### src/rtl/bus_hold_arbiter_pkg.sv
// bus_hold_arbiter_pkg
//   Shared types and defaults for the 8088 HOLD/HLDA bus arbiter.
//   arb_state_t              : arbiter FSM state encoding
//   ARB_N_REQ_DEFAULT        : default number of bus requesters
//   ARB_MAX_TENURE_DEFAULT   : default grant-length limit (TENURE_LIMIT_EN builds)
package bus_hold_arbiter_pkg;
    typedef enum logic [1:0] {IDLE, WAIT_HLDA, GRANT, RELEASE} arb_state_t;

    localparam int ARB_N_REQ_DEFAULT      = 4;
    localparam int ARB_MAX_TENURE_DEFAULT = 64;
endpackage

### src/rtl/bus_hold_arbiter_picker.sv
// rr_priority_picker
//   Purely combinational round-robin picker. Searches req upward starting
//   at last+1, wrapping modulo N_REQ, and reports the first set bit.
//   Ports:
//     req    in  N_REQ  request vector
//     last   in  ID_W   index of the previous winner
//     valid  out 1      any request present
//     winner out ID_W   selected index (0 when valid=0)
module rr_priority_picker
    import bus_hold_arbiter_pkg::*;
#(
    parameter int N_REQ = ARB_N_REQ_DEFAULT,
    parameter int ID_W  = $clog2(N_REQ)
) (
    input  logic [N_REQ-1:0] req,
    input  logic [ID_W-1:0]  last,
    output logic             valid,
    output logic [ID_W-1:0]  winner
);

    logic [ID_W-1:0] idx;

    // Walk the search order backwards so the final overwrite is the
    // candidate closest to last+1; avoids a break/found flag.
    always_comb begin
        valid  = |req;
        winner = '0;
        idx    = '0;
        for (int i = N_REQ; i >= 1; i--) begin
            idx = ID_W'((int'(last) + i) % N_REQ);
            if (req[idx]) winner = idx;
        end
    end

endmodule

### src/rtl/bus_hold_arbiter.sv
// bus_hold_arbiter
//   Shares the 8088 local bus between N_REQ requesters using HOLD/HLDA.
//   Flow: IDLE -> WAIT_HLDA -> GRANT -> RELEASE -> IDLE, round-robin winner.
//   Optional macro TENURE_LIMIT_EN: caps a grant at MAX_TENURE cycles.
//   Ports:
//     CLK      in   system clock
//     RESET    in   synchronous active-high reset
//     REQ      in   N_REQ level requests
//     HLDA     in   hold acknowledge from the CPU
//     HOLD     out  hold request to the CPU
//     GNT      out  one-hot grant
//     GNT_ID   out  index of current/last winner
//     BUSY     out  high whenever the arbiter is not idle
//     ARB_ERR  out  sticky protocol error (HLDA lost during GRANT)
//   All outputs are registered.
module bus_hold_arbiter
    import bus_hold_arbiter_pkg::*;
#(
    parameter int N_REQ      = ARB_N_REQ_DEFAULT,
    parameter int MAX_TENURE = ARB_MAX_TENURE_DEFAULT,
    parameter int ID_W       = $clog2(N_REQ)
) (
    input  logic             CLK,
    input  logic             RESET,
    input  logic [N_REQ-1:0] REQ,
    input  logic             HLDA,
    output logic             HOLD,
    output logic [N_REQ-1:0] GNT,
    output logic [ID_W-1:0]  GNT_ID,
    output logic             BUSY,
    output logic             ARB_ERR
);

    arb_state_t       state_q, state_d;
    logic             hold_d, busy_d, err_d;
    logic [N_REQ-1:0] gnt_d;
    logic [ID_W-1:0]  id_d;
    logic [ID_W-1:0]  last_q, last_d;
    // Winner withdrew its request while we were still waiting for HLDA.
    logic             wd_q, wd_d;
    logic             expire;
    logic             pick_valid;
    logic [ID_W-1:0]  pick_winner;

`ifdef TENURE_LIMIT_EN
    localparam int TEN_W = $clog2(MAX_TENURE + 1);
    logic [TEN_W-1:0] ten_q, ten_d;
    assign expire = (ten_q == TEN_W'(MAX_TENURE - 1));
`else
    assign expire = 1'b0;
`endif

    rr_priority_picker #(
        .N_REQ (N_REQ),
        .ID_W  (ID_W)
    ) u_pick (
        .req    (REQ),
        .last   (last_q),
        .valid  (pick_valid),
        .winner (pick_winner)
    );

    always_comb begin
        state_d = state_q;
        hold_d  = HOLD;
        gnt_d   = GNT;
        id_d    = GNT_ID;
        err_d   = ARB_ERR;
        last_d  = last_q;
        wd_d    = wd_q;
`ifdef TENURE_LIMIT_EN
        ten_d   = ten_q;
`endif
        case (state_q)
            IDLE: begin
                wd_d = 1'b0;
                if (pick_valid) begin
                    state_d = WAIT_HLDA;
                    id_d    = pick_winner;
                    hold_d  = 1'b1;
                end
            end
            WAIT_HLDA: begin
                if (!REQ[GNT_ID]) wd_d = 1'b1;
                if (HLDA) begin
                    // The CPU has already let go of the bus; finish the
                    // handshake even if nobody wants it any more.
                    if (wd_q || !REQ[GNT_ID]) begin
                        state_d = RELEASE;
                        hold_d  = 1'b0;
                    end else begin
                        state_d        = GRANT;
                        gnt_d          = '0;
                        gnt_d[GNT_ID]  = 1'b1;
                        last_d         = GNT_ID;
`ifdef TENURE_LIMIT_EN
                        ten_d          = '0;
`endif
                    end
                end
            end
            GRANT: begin
                if (!HLDA) begin
                    state_d = IDLE;
                    err_d   = 1'b1;
                    gnt_d   = '0;
                    hold_d  = 1'b0;
                end else if (!REQ[GNT_ID] || expire) begin
                    state_d = RELEASE;
                    gnt_d   = '0;
                    hold_d  = 1'b0;
                end else begin
`ifdef TENURE_LIMIT_EN
                    if (ten_q != TEN_W'(MAX_TENURE)) ten_d = ten_q + 1'b1;
`endif
                end
            end
            RELEASE: begin
                if (!HLDA) state_d = IDLE;
            end
            default: state_d = IDLE;
        endcase
        busy_d = (state_d != IDLE);
    end

    always_ff @(posedge CLK) begin
        if (RESET) begin
            state_q <= IDLE;
            HOLD    <= 1'b0;
            GNT     <= '0;
            GNT_ID  <= '0;
            BUSY    <= 1'b0;
            ARB_ERR <= 1'b0;
            last_q  <= ID_W'(N_REQ - 1);
            wd_q    <= 1'b0;
`ifdef TENURE_LIMIT_EN
            ten_q   <= '0;
`endif
        end else begin
            state_q <= state_d;
            HOLD    <= hold_d;
            GNT     <= gnt_d;
            GNT_ID  <= id_d;
            BUSY    <= busy_d;
            ARB_ERR <= err_d;
            last_q  <= last_d;
            wd_q    <= wd_d;
`ifdef TENURE_LIMIT_EN
            ten_q   <= ten_d;
`endif
        end
    end

endmodule

### config.mk
export PLATFORM = sky130hd
export DESIGN_NAME = bus_hold_arbiter
export DESIGN_NICKNAME = d
export VERILOG_FILES = /design/src/rtl/bus_hold_arbiter_pkg.sv /design/src/rtl/bus_hold_arbiter_picker.sv /design/src/rtl/bus_hold_arbiter.sv
export SDC_FILE = /design/constraint.sdc
export NUM_CORES = 1
export LEC_CHECK = 0
export ABC_AREA = 1
export CAP_MARGIN = 10
export CORE_MARGIN = 2
export CORE_UTILIZATION = 56
export DETAILED_ROUTE_END_ITERATION = 12
export PLACE_DENSITY_LB_ADDON = 0.08
export SLEW_MARGIN = 30
export SYNTH_ARGS = -nofsm -noshare
export SYNTH_HDL_FRONTEND = slang
export SYNTH_SLANG_ARGS = --single-unit
### constraint.sdc
create_clock -name CLK -period 2.8 [get_ports CLK]
set_input_delay 0.84 -clock CLK [delete_from_list [all_inputs] [get_ports CLK]]
set_output_delay 0.84 -clock CLK [all_outputs]
set_load 0.02 [all_outputs]
### Cells colored by class, run 1

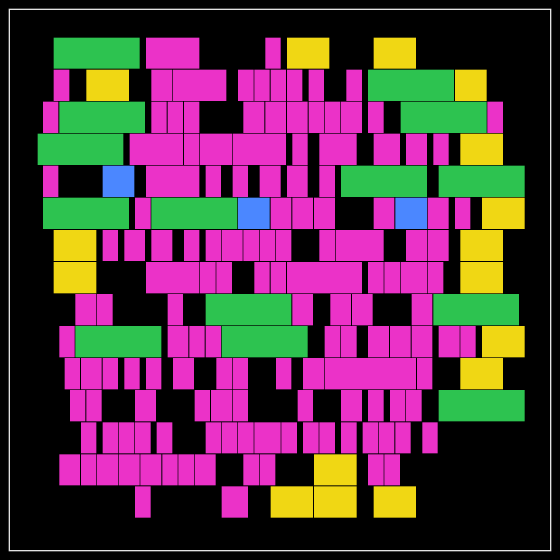
green -> sequential cells  # cells 14
blue -> clock drivers  # cells 3
magenta -> combinational and other logic  # cells 141
yellow -> remaining buffers and delay cells  # cells 16

### Track usage over the die, run 1

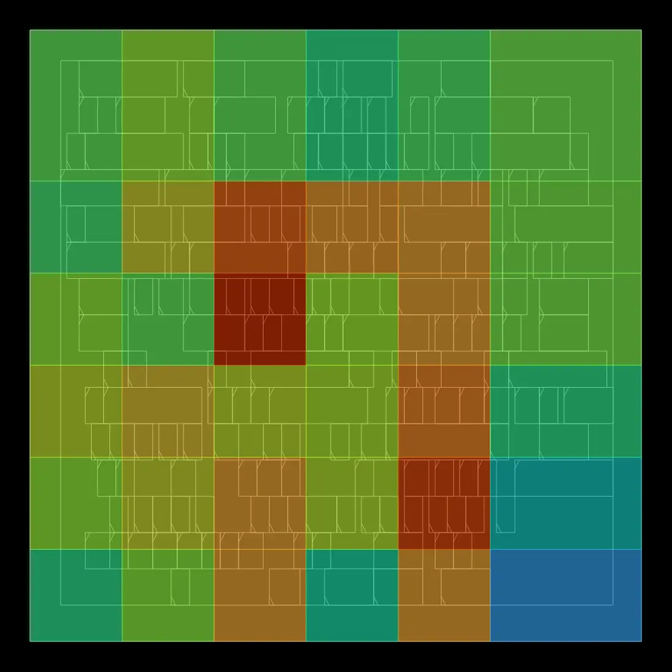
GR Util met2: 0.377
M3 GR Usage: 0.0714
GRT Total Usage: 0.235
met1 Use GR: 0.321
Avg WL per Cell: 11.3 µm

### Routed clock nets over the placement, run 1

The bar under the picture is 10 µm long.
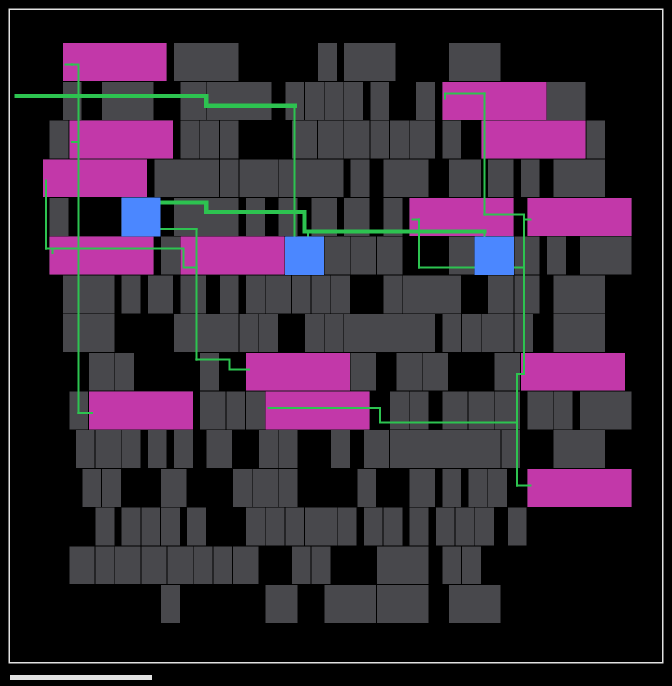
magenta -> flip-flops  # count 14
green -> clock wires  # length 187 µm
blue -> clock drivers  # count 3
routed clock nets = 4

==> results.yml, run 1 <==
# synthesis and place-and-route metrics
synthesis:
  mux_share: 0
  topCellsByArea: "dfxtp_1 29%, nand2_1 20%, inv_1 8.4%"
  syn_inst: 157
  xor_share: 0
  top_cells_by_count: "51 x nand2_1, 22 x inv_1, 16 x a21oi_1, 16 x nand3_1, 14 x dfxtp_1"
  synthesis.nets: 170
  async_reset_ff_frac: 0
  synth_cell_types: 21
  edf_count: 0
  ff_type: "dfxtp_1"
  netlist.area_leader.share: 0.286
  synthAoiAreaFrac: 0.129
  ys_seq_share: 0.286
  ys_sh_simple: 0.405
  ys_sh_adder: 0.0766
  ys.flops: 14
  synth_dominant_cell_count: "nand2_1"
cts:
  cts_root_buffer: "clkbuf_4"
  clk_pin_slew_ns: 0.08
  clock_latency_ns: 0.28
  cts.sinks: 14
setup_path:
  path_class: "reg -> out"
  rr_endpoint: "HOLD"
  path_depth: 1
  crit_end: "GNT_ID[0]"
  slowest_stage: "clkdlybuf4s50_1"
worst_hold_path:
  hp-start: "GNT[3]"
  holdPathEnd: "GNT[3]"
power_and_ir_drop:
  powerSeq_uw: 270
  seq_power_share: 0.354
  p_per_area_mw_per_mm2: 652
  p_switching_uw: 332
  p_int_uw: 431
  power_uw: 763
  pwr-share-comb: 0.497
  ir_drop_uv: 426
layout:
  clock_buffers: 3
  sh_seq_area: 0.240
  n_antenna_cell: 0
  buf_share: 0.135
  most-common-layout-cells: "51 x nand2_1, 22 x inv_1, 16 x nand3_1, 16 x a21oi_1, 15 x clkdlybuf4s50_1"
  area_share_clock_buf_inv: 0.0193
  finalNetCount: 189
  layout-drive-gt1-share: 0.0632
  final_util: 0.693
  dominant-cell-class: "combinational gates"
  syn_to_final_growth_pct: 19.4
  finalNonFillerCells: 191
  regMostFlops: "GNT"
  n_all_buffers: 16
  comb_area_um2: 598
  layout_top_cell: "nand2_1"
  nFillCells: 160
placement:
  postPlaceCellArea_mm2: 0.00115
  hpwl_um: 1720
  placedCellCount: 188
  place_ws_ns: 0.565
  io_buffer_count: 15
floorplan:
  fp-utilization: 0.580
  die_y_um: 45.8
  ioPinCount: 16
  rows: 15
  nWellTaps: 17
  die_x_um: 45.8
  die-area_mm2: 0.00210
final_timing:
  skew_ns: 0.00598
  layout_min_cycle_time_ns: 2.26
  tightest_slew_ns: 0.314
  period_used_share: 0.807
  relSlewSlack: 0.790
  setup_slack_ns: 0.540
  tns_ns: 0
  whs_ns: 0.461
  hold_viol_final: 0
  setup_violations: 0
  slew_viol_final: 0
drt:
  wl_met2_um: 981
  first_pass_iters: 4
  top_layer: "met4"
  first_iter_violations: 24
  m1WireLength_um: 1000
  drc: 0
outcome:
  outcome: "completed"
job:
  cap_violations: 0
global_routing:
  busiest_layer: "met2"
  grt_pass1_wl_um: 3640
### Wiring by layer, run 1

The bar under the picture is 10 µm long.
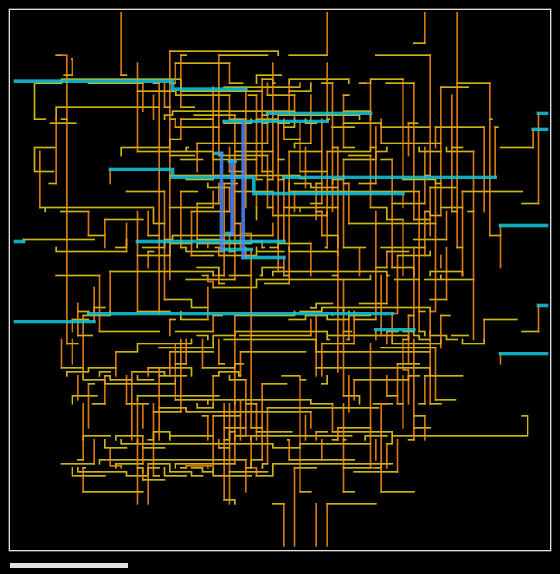

==> run 2: changes to the inputs <==
--- a/config.mk
+++ b/config.mk
@@ -8,7 +8,7 @@
 export ABC_AREA = 1
 export CAP_MARGIN = 10
 export CORE_MARGIN = 2
-export CORE_UTILIZATION = 56
+export CORE_UTILIZATION = 47
 export DETAILED_ROUTE_END_ITERATION = 12
 export PLACE_DENSITY_LB_ADDON = 0.08
 export SLEW_MARGIN = 30
==> constraint.sdc (replaced) <==
create_clock -name CLK -period 1.9 [get_ports CLK]
set_input_delay 0.57 -clock CLK [delete_from_list [all_inputs] [get_ports CLK]]
set_output_delay 0.57 -clock CLK [all_outputs]
set_load 0.02 [all_outputs]
### Wiring by layer, run 2

The bar under the picture is 10 µm long.
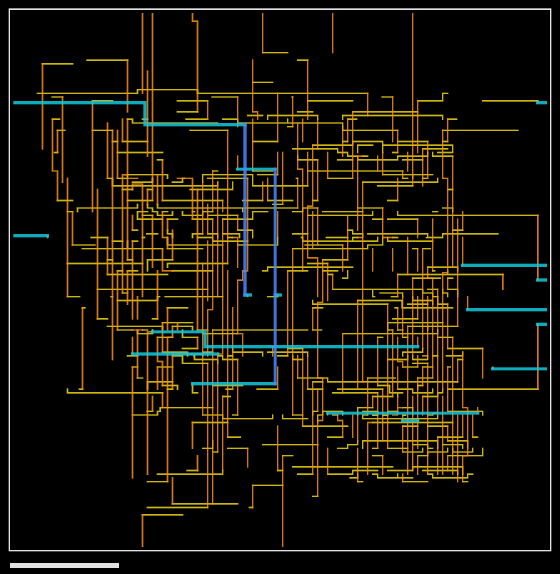
orange -> metal 2  # wire length 1,120 µm
cyan -> metal 3  # wire length 108 µm
yellow -> metal 1  # wire length 925 µm
blue -> metal 4  # wire length 35.4 µm

==> run 2 against run 1 <==
  * Clock power is 86% higher
  * Cell count is 5.8% higher
  * Worst hold slack better by 0.0025 ns
  * Sequential power is 48% higher
  * Area after synthesis stayed put
  * Wire length is 1.4% higher
  * Die size is 17% higher
  * Non-clock buffer count stayed put
  * Largest power group unchanged
  * Design area is 2.0% higher
  * Core utilization is 8.4 points lower
  * Setup slack worse by 0.45 ns
  * Highest routed layer unchanged
  * Synthesized cell count stayed put
==> results.yml, run 2 <==
# synthesis and place-and-route metrics
setup_path:
  path_depth: 1
  slowest_stage: "clkdlybuf4s50_1"
  path_class: "reg -> out"
  rr_endpoint: "GNT_ID[0]"
global_routing:
  grt_util_all_layers: 0.189
  use_met3: 0.0364
  busiest_layer: "met2"
  grt_pass1_wl_um: 3640
layout:
  area_share_clock_buf_inv: 0.0304
  final_util: 0.608
  regMostFlops: "GNT"
  layout_top_cell: "nand2_1"
  sh_seq_area: 0.235
  n_all_buffers: 16
  nFillCells: 210
  dominant-cell-class: "combinational gates"
  n_antenna_cell: 0
  most-common-layout-cells: "51 x nand2_1, 22 x inv_1, 16 x nand3_1, 16 x a21oi_1, 14 x dfxtp_1"
  syn_to_final_growth_pct: 21.8
  comb_area_um2: 598
  finalNonFillerCells: 202
final_timing:
  whs_ns: 0.464
  tightest_slew_ns: 0.320
  setup_slack_ns: 0.0906
  tns_ns: 0
  skew_ns: 0.00172
  layout_min_cycle_time_ns: 1.81
  setup_violations: 0
  slew_viol_final: 0
power_and_ir_drop:
  p_switching_uw: 492
  seq_power_share: 0.343
  p_per_area_mw_per_mm2: 974
  ir_drop_uv: 606
  power_uw: 1160
  p_int_uw: 670
  pwr-share-comb: 0.474
  powerSeq_uw: 399
floorplan:
  fp-utilization: 0.499
  nWellTaps: 27
  die-area_mm2: 0.00247
  die_x_um: 49.7
  die_y_um: 49.7
drt:
  first_iter_violations: 39
  wl_met2_um: 1120
  m1WireLength_um: 924
  drc: 0
worst_hold_path:
  hp-start: "GNT[1]"
  holdPathEnd: "GNT[1]"
synthesis:
  netlist.area_leader.share: 0.286
  synth_cell_types: 21
  mux_share: 0
  async_reset_ff_frac: 0
  ys.flops: 14
  ys_seq_share: 0.286
  synthesis.nets: 170
  ys_sh_adder: 0.0766
  synthAoiAreaFrac: 0.129
  ff_type: "dfxtp_1"
  ys_sh_simple: 0.405
  edf_count: 0
  topCellsByArea: "dfxtp_1 29%, nand2_1 20%, inv_1 8.4%"
  xor_share: 0
cts:
  cts.sinks: 14
  cts_root_buffer: "clkbuf_4"
  clk_pin_slew_ns: 0.08
  clock_latency_ns: 0.28
placement:
  placedCellCount: 198
  postPlaceCellArea_mm2: 0.00116
  place_ws_ns: -0.0521
job:
  cap_violations: 0
outcome:
  outcome: "completed"
### Track usage over the die, run 2

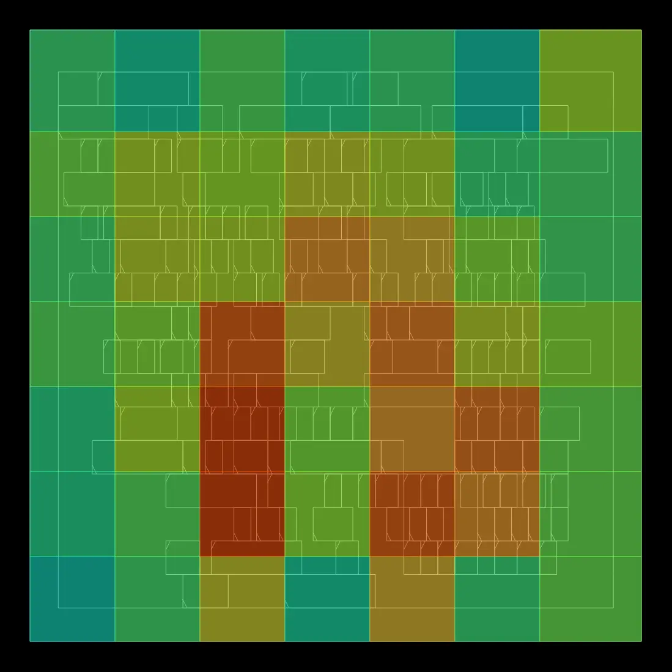
Avg WL per Cell: 10.8 µm
GR Util met2: 0.336
met1 Use GR: 0.224

### Cells colored by class, run 2

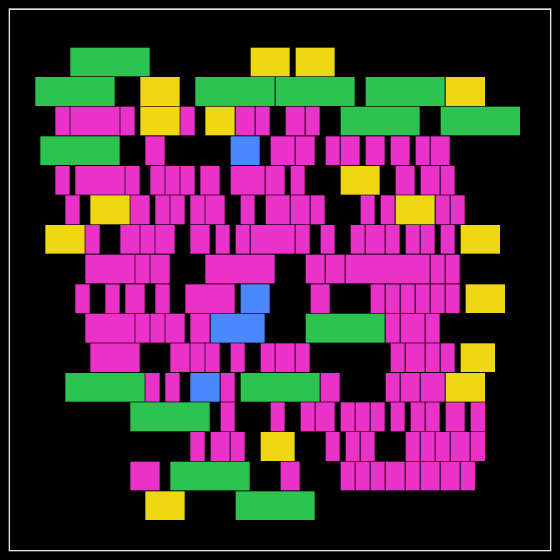

==> run 3: changes to the inputs <==
--- a/config.mk
+++ b/config.mk
@@ -5,10 +5,9 @@
 export SDC_FILE = /design/constraint.sdc
 export NUM_CORES = 1
 export LEC_CHECK = 0
-export ABC_AREA = 1
 export CAP_MARGIN = 10
 export CORE_MARGIN = 2
-export CORE_UTILIZATION = 47
+export CORE_UTILIZATION = 45
 export DETAILED_ROUTE_END_ITERATION = 12
 export PLACE_DENSITY_LB_ADDON = 0.08
 export SLEW_MARGIN = 30
### Cells colored by class, run 3

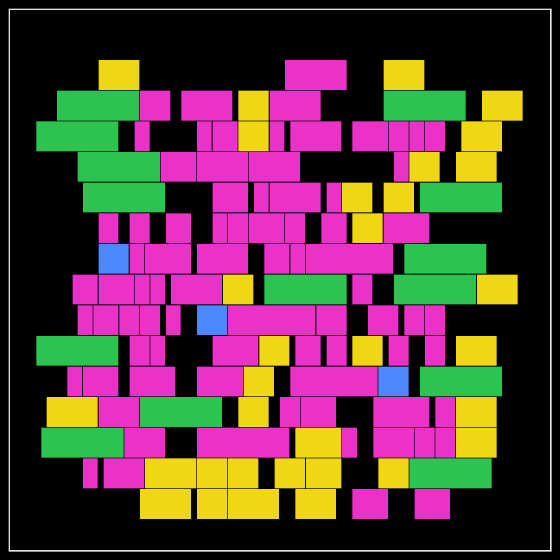
yellow -> remaining buffers and delay cells  # cells 32
blue -> clock drivers  # cells 3
green -> sequential cells  # cells 14
magenta -> combinational and other logic  # cells 79

### Routed clock nets over the placement, run 3

The bar under the picture is 10 µm long.
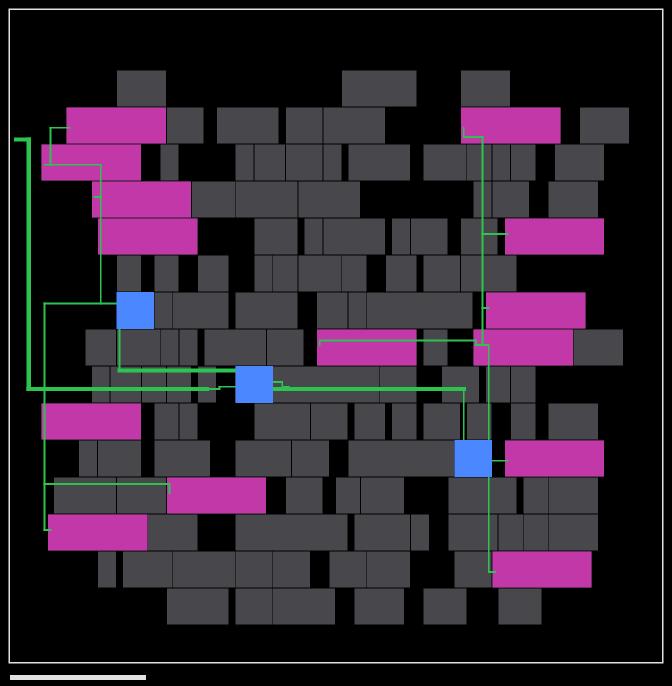
magenta -> flip-flops  # count 14
blue -> clock drivers  # count 3
green -> clock wires  # length 179 µm
routed clock nets = 4

==> run 3 against run 2 <==
  * Design area rose by 4.2%
  * Flip-flop count did not move
  * Global-route usage rose by 1.5 points
  * Via count fell by 19%
  * Non-clock buffer count rose by 16
  * First-iteration DRC count fell by 87%
  * Clock skew barely moved
  * Cell count fell by 24%
  * Wire length fell by 5.1%
  * Sequential power fell by 14%
  * Critical endpoint is now GNT_ID[0]
==> results.yml, run 3 <==
# synthesis and place-and-route metrics
cts:
  cts_root_buffer: "clkbuf_4"
  clk_pin_slew_ns: 0.08
  clock_latency_ns: 0.28
  cts.sinks: 14
  cts_buffer_depth: 2
synthesis:
  yosys_area_um2: 868
  mux_share: 0.0865
  synth_cell_types: 35
  edf_count: 0
  yosys_warnings: 0
  netlist.area_leader.share: 0.323
  xor_share: 0
  synthesis.nets: 110
  ys.flops: 14
  ys_sh_adder: 0.0865
  synthAoiAreaFrac: 0.238
  ys_sh_simple: 0.196
  synth.avg_cell_area_um2: 8.95
  topCellsByArea: "dfxtp_1 32%, ha_1 8.6%, a21oi_1 6.3%"
  ff_type: "dfxtp_1"
  async_reset_ff_frac: 0
  ys_seq_share: 0.323
global_routing:
  grt_pass1_wl_um: 3280
  met2_usage: 0.344
  use_met3: 0.0642
  busiest_layer: "met2"
  grt_util_all_layers: 0.204
  global_route.usage.met1: 0.248
power_and_ir_drop:
  pwr-share-comb: 0.383
  powerSeq_uw: 342
  powerClk_uw: 162
  p_per_area_mw_per_mm2: 657
  p_switching_uw: 269
  ir_drop_uv: 376
  p_int_uw: 548
  seq_power_share: 0.419
  power_uw: 817
final_timing:
  max_freq_mhz: 537
  rsz0062_at_grt: "no"
  whs_ns: 0.466
  layout_min_cycle_time_ns: 1.86
  skew_ns: 0.00138
  slew_viol_final: 0
  setup_slack_ns: 0.0381
  tns_ns: 0
  setup_violations: 0
  period_used_share: 0.980
  tightest_slew_ns: 0.351
floorplan:
  nWellTaps: 25
  die_x_um: 47.9
  die_y_um: 47.9
  fp-utilization: 0.492
  rows: 15
  die-area_mm2: 0.00230
drt:
  drc: 0
  wl_um: 2080
  first_iter_violations: 5
  routedWlPerCell_um: 13.6
  wl_met2_um: 1000
  m1WireLength_um: 968
layout:
  n_all_buffers: 32
  dominant-cell-class: "combinational gates"
  nFillCells: 151
  regMostFlops: "GNT"
  syn_to_final_growth_pct: 43.2
  most-common-layout-cells: "16 x buf_4, 14 x dfxtp_1, 10 x a21oi_1, 10 x clkdlybuf4s50_1, 9 x inv_1"
  area_share_clock_buf_inv: 0.0181
  final_util: 0.705
  finalNonFillerCells: 153
  comb_area_um2: 586
  layout-drive-gt1-share: 0.289
  sh_seq_area: 0.225
  layout_top_cell: "buf_4"
  n_antenna_cell: 0
outcome:
  outcome: "completed"
worst_hold_path:
  holdPathEnd: "GNT[1]"
  hp-start: "GNT[1]"
  hp-class: "reg -> reg"
placement:
  place_ws_ns: -0.277
  postPlaceCellArea_mm2: 0.00115
  placedCellCount: 150
setup_path:
  rr_endpoint: "GNT[1]"
  path_depth: 1
  crit_buf_inv: 1
  cp.required_ns: 1.33
  path_class: "reg -> out"
  slowest_stage: "clkdlybuf4s50_1"
job:
  cap_violations: 0
  warning_count: 31

## Gallery

Supply network.
Pins as bars on the die edge. Tap cells in gray.
image #1
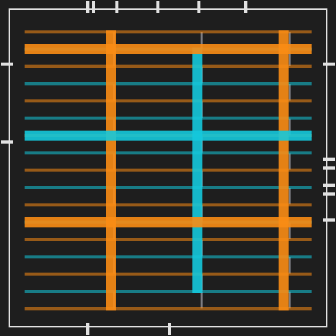
image #2
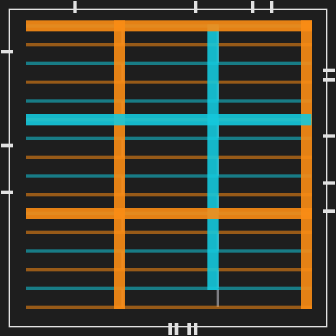
The one with the largest die is image #1.
image #2 -> run 1
image #1 -> run 2

Key to image #1:
orange -> VSS
cyan -> VDD
tap cells = 27
signal pins = 16

Power is estimated from default activity; no workload was simulated.
